### Floorplan with the power grid

Drawn at 2 px/um. Pins as bars on the die edge. Tap cells in gray.
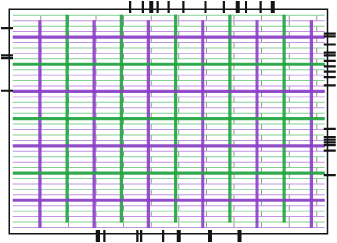
### Clock routing

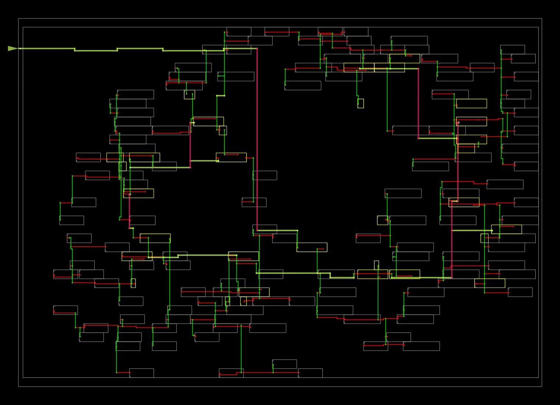
===== src/rtl/obstacle_queue.sv =====
// obstacle_queue: ring buffer of cactus obstacles kept in 11-bit world coordinates.
// New cacti spawn a pseudo-random distance apart, ahead of the visible screen, and
// the oldest one retires after scrolling fully past the left edge. Head and indexed
// read ports give screen-relative x positions to collision and rendering logic.

module obstacle_queue #(
  parameter int          SLOTS     = 4,
  parameter int          SCREEN_W  = 640,
  parameter int          CACTUS_W  = 24,
  parameter int          MIN_GAP   = 200,
  parameter int          GAP_MASK  = 255,
  parameter logic [15:0] LFSR_SEED = 16'hACE1
) (
  input  logic                     clk,
  input  logic                     reset,
  input  logic                     halt,
  input  logic [10:0]              pos,
  input  logic [$clog2(SLOTS)-1:0] rd_idx,
  output logic [10:0]              rd_x,
  output logic [1:0]               rd_type,
  output logic                     rd_valid,
  output logic [10:0]              head_x,
  output logic [1:0]               head_type,
  output logic                     head_valid,
  output logic [$clog2(SLOTS):0]   count,
  output logic                     spawn_pulse
);

  localparam int            PW         = $clog2(SLOTS);
  localparam logic [15:0]   SEED       = (LFSR_SEED == 16'h0000) ? 16'hACE1 : LFSR_SEED;
  localparam logic [10:0]   SCREEN_W_V = 11'(SCREEN_W);
  localparam logic [10:0]   CACTUS_W_V = 11'(CACTUS_W);
  localparam logic [10:0]   MIN_GAP_V  = 11'(MIN_GAP);
  localparam logic [7:0]    GAP_MASK_V = 8'(GAP_MASK);
  localparam logic [PW:0]   SLOTS_V    = (PW+1)'(SLOTS);
  localparam logic [PW:0]   CNT_ONE    = (PW+1)'(1);
  localparam logic [PW-1:0] PTR_ONE    = PW'(1);

  typedef enum logic {S_INIT, S_RUN} state_t;

  state_t        state, state_next;
  logic [15:0]   lfsr, lfsr_next, lfsr_step;
  logic [10:0]   gap_r, gap_next, gap_new;
  logic [10:0]   last_spawn, last_next;
  logic [PW-1:0] head_ptr, head_next, tail_ptr, tail_next, rd_slot;
  logic [PW:0]   count_next, after_retire;
  logic [10:0]   wx_mem [SLOTS];
  logic [1:0]    type_mem [SLOTS];
  logic [10:0]   behind, since_spawn, spawn_wx;
  logic          retire, spawn;
  logic [10:0]   head_wx_sel, head_x_n, rd_x_n;
  logic [1:0]    head_type_sel, head_type_n, rd_type_n;
  logic          head_valid_n, rd_valid_n;

  // Fibonacci taps 16,14,13,11 shifting left; all distances are modulo 2048
  assign lfsr_step   = {lfsr[14:0], lfsr[15] ^ lfsr[13] ^ lfsr[12] ^ lfsr[10]};
  assign gap_new     = MIN_GAP_V + {3'b000, lfsr[7:0] & GAP_MASK_V};
  assign behind      = pos - wx_mem[head_ptr];
  assign since_spawn = pos - last_spawn;
  assign spawn_wx    = pos + SCREEN_W_V;
  assign spawn_pulse = spawn & ~reset;

  // FSM state register
  always_ff @(posedge clk) begin
    if (reset) begin
      state <= S_INIT;
    end else begin
      state <= state_next;
    end
  end

  // Next-state logic: init draws the first gap, run decides spawn/retire unless halted
  always_comb begin
    state_next = state;
    lfsr_next  = lfsr;
    gap_next   = gap_r;
    last_next  = last_spawn;
    head_next  = head_ptr;
    tail_next  = tail_ptr;
    count_next = count;
    retire     = 1'b0;
    spawn      = 1'b0;
    case (state)
      S_INIT: begin
        gap_next   = gap_new;
        lfsr_next  = lfsr_step;
        state_next = S_RUN;
      end
      S_RUN: begin
        if (!halt) begin
          retire    = (count != '0) && (behind >= CACTUS_W_V) && !behind[10];
          spawn     = (since_spawn >= gap_r) && (count < SLOTS_V);
          lfsr_next = lfsr_step;
          if (retire) begin
            head_next = head_ptr + PTR_ONE;
          end
          if (spawn) begin
            tail_next = tail_ptr + PTR_ONE;
            last_next = pos;
            gap_next  = gap_new;
          end
          case ({spawn, retire})
            2'b10:   count_next = count + CNT_ONE;
            2'b01:   count_next = count - CNT_ONE;
            default: count_next = count;
          endcase
        end
      end
      default: state_next = S_INIT;
    endcase
  end

  // Output staging: head after this cycle's update (bypassing a spawn into an empty queue), read port before it
  always_comb begin
    after_retire = retire ? (count - CNT_ONE) : count;
    if (spawn && (after_retire == '0)) begin
      head_wx_sel   = spawn_wx;
      head_type_sel = lfsr[9:8];
    end else begin
      head_wx_sel   = wx_mem[head_next];
      head_type_sel = type_mem[head_next];
    end
    head_valid_n = (count_next != '0);
    head_x_n     = head_valid_n ? (head_wx_sel - pos) : 11'd0;
    head_type_n  = head_valid_n ? head_type_sel : 2'd0;
    rd_slot      = head_ptr + rd_idx;
    rd_valid_n   = ({1'b0, rd_idx} < count);
    rd_x_n       = rd_valid_n ? (wx_mem[rd_slot] - pos) : 11'd0;
    rd_type_n    = rd_valid_n ? type_mem[rd_slot] : 2'd0;
  end

  // Queue bookkeeping, LFSR and registered outputs
  always_ff @(posedge clk) begin
    if (reset) begin
      lfsr       <= SEED;
      gap_r      <= MIN_GAP_V;
      last_spawn <= '0;
      head_ptr   <= '0;
      tail_ptr   <= '0;
      count      <= '0;
      head_x     <= '0;
      head_type  <= '0;
      head_valid <= 1'b0;
      rd_x       <= '0;
      rd_type    <= '0;
      rd_valid   <= 1'b0;
    end else begin
      lfsr       <= lfsr_next;
      gap_r      <= gap_next;
      last_spawn <= last_next;
      head_ptr   <= head_next;
      tail_ptr   <= tail_next;
      count      <= count_next;
      head_x     <= head_x_n;
      head_type  <= head_type_n;
      head_valid <= head_valid_n;
      rd_x       <= rd_x_n;
      rd_type    <= rd_type_n;
      rd_valid   <= rd_valid_n;
    end
  end

  // Entry storage: a spawn writes world x and variant at the tail slot
  always_ff @(posedge clk) begin
    if (!reset && spawn) begin
      wx_mem[tail_ptr]   <= spawn_wx;
      type_mem[tail_ptr] <= lfsr[9:8];
    end
  end

endmodule


===== config.mk =====
export PLATFORM = sky130hd
export DESIGN_NAME = obstacle_queue
export DESIGN_NICKNAME = d
export VERILOG_FILES = /design/src/rtl/obstacle_queue.sv
export SDC_FILE = /design/constraint.sdc
export NUM_CORES = 1
export LEC_CHECK = 0
export CORE_ASPECT_RATIO = 0.7
export CORE_MARGIN = 1
export CORE_UTILIZATION = 45
export DETAILED_ROUTE_END_ITERATION = 12
export DONT_BUFFER_PORTS = 1
export MAX_ROUTING_LAYER = met4
export PLACE_DENSITY = 0.67
export SLEW_MARGIN = 40
export SYNTH_ARGS = -nofsm -noshare
export SYNTH_HDL_FRONTEND = slang
export SYNTH_SLANG_ARGS = --single-unit

===== constraint.sdc =====
create_clock -name clk -period 15.7 [get_ports clk]
set_input_delay 3.14 -clock clk [delete_from_list [all_inputs] [get_ports clk]]
set_output_delay 3.14 -clock clk [all_outputs]
set_load 0.05 [all_outputs]

==> out/metrics.csv <==
stage,metric,value,unit
clock_network,cts_max_path_buffers,2,
final_layout,lay_top_cells,"nor2_1, dfxtp_1, ha_1",
global_routing,met1_usage,0.327,
placement,io_buffers,0,
power_and_ir_drop,combinationalPower,0.200,mW
final_layout,nFillCells,1488,
logic_synthesis,synth_seq_share,0.390,
clock_network,cts_tree,yes,
detailed_routing,via_per_inst,5.70,
min_path,hold_class,reg -> reg,
run_status,status,completed,
worst_setup_path,rr_endpoint,head_x[10],
detailed_routing,wl_met2,7.63,mm
logic_synthesis,synth_nets,869,
timing,finalSetupViolCount,0,
logic_synthesis,yosysWarnings,0,
global_routing,use_met2,0.312,
logic_synthesis,ys_types,66,
placement,place.detailed.instances,978,
timing,skew,0.0105,ns
## Picture notes: 'Floorplan with the power grid'
VSS: in purple. VDD: in green.
7 straps on met5. 40 met1 rails follow the rows. 11 straps on met4. 48 signal pins sit on the boundary.
Die Ht: 111 um
core area: 16500 sq um
Peak VDD IR: 0.0000761 V
Chip Width: 158 um

## Picture notes: 'Clock routing'
Flop Count: 124
TritonCTS sink count: 124
Latency at later pin: 0.42 ns
clkbuf count: 25
P_clk: 0.384 mW

==> flip-flops by register name, indices dropped and copies added (netlist names) <==
signal,cells
wx_mem,44
lfsr,16
head_x,11
last_spawn,11
rd_x,11
gap_r,9
type_mem,8
count,3
head_ptr,2
head_type,2
rd_type,2
tail_ptr,2
head_valid,1
rd_valid,1
state,1
==> final cells by class <==
type                    instances  area, sq um  area share
clock inverters                 7         46.3     0.00549
well taps                     225          282      0.0334
multi-input cells             572         4320       0.512
clock buffers                  25          539      0.0640
flip-flops and latches        124         3010       0.357
repair buffers                  7         52.6     0.00623
inverters                      50          188      0.0223
==> tightest hold or removal path, delay by kind of cell, from the launching register on <==
family           cells  cell delay (ns)
AND-OR/OR-AND        1             0.05
AND/OR/NAND/NOR      1             0.05
flip-flops           1             0.31
Power is estimated from default activity; no workload was simulated.
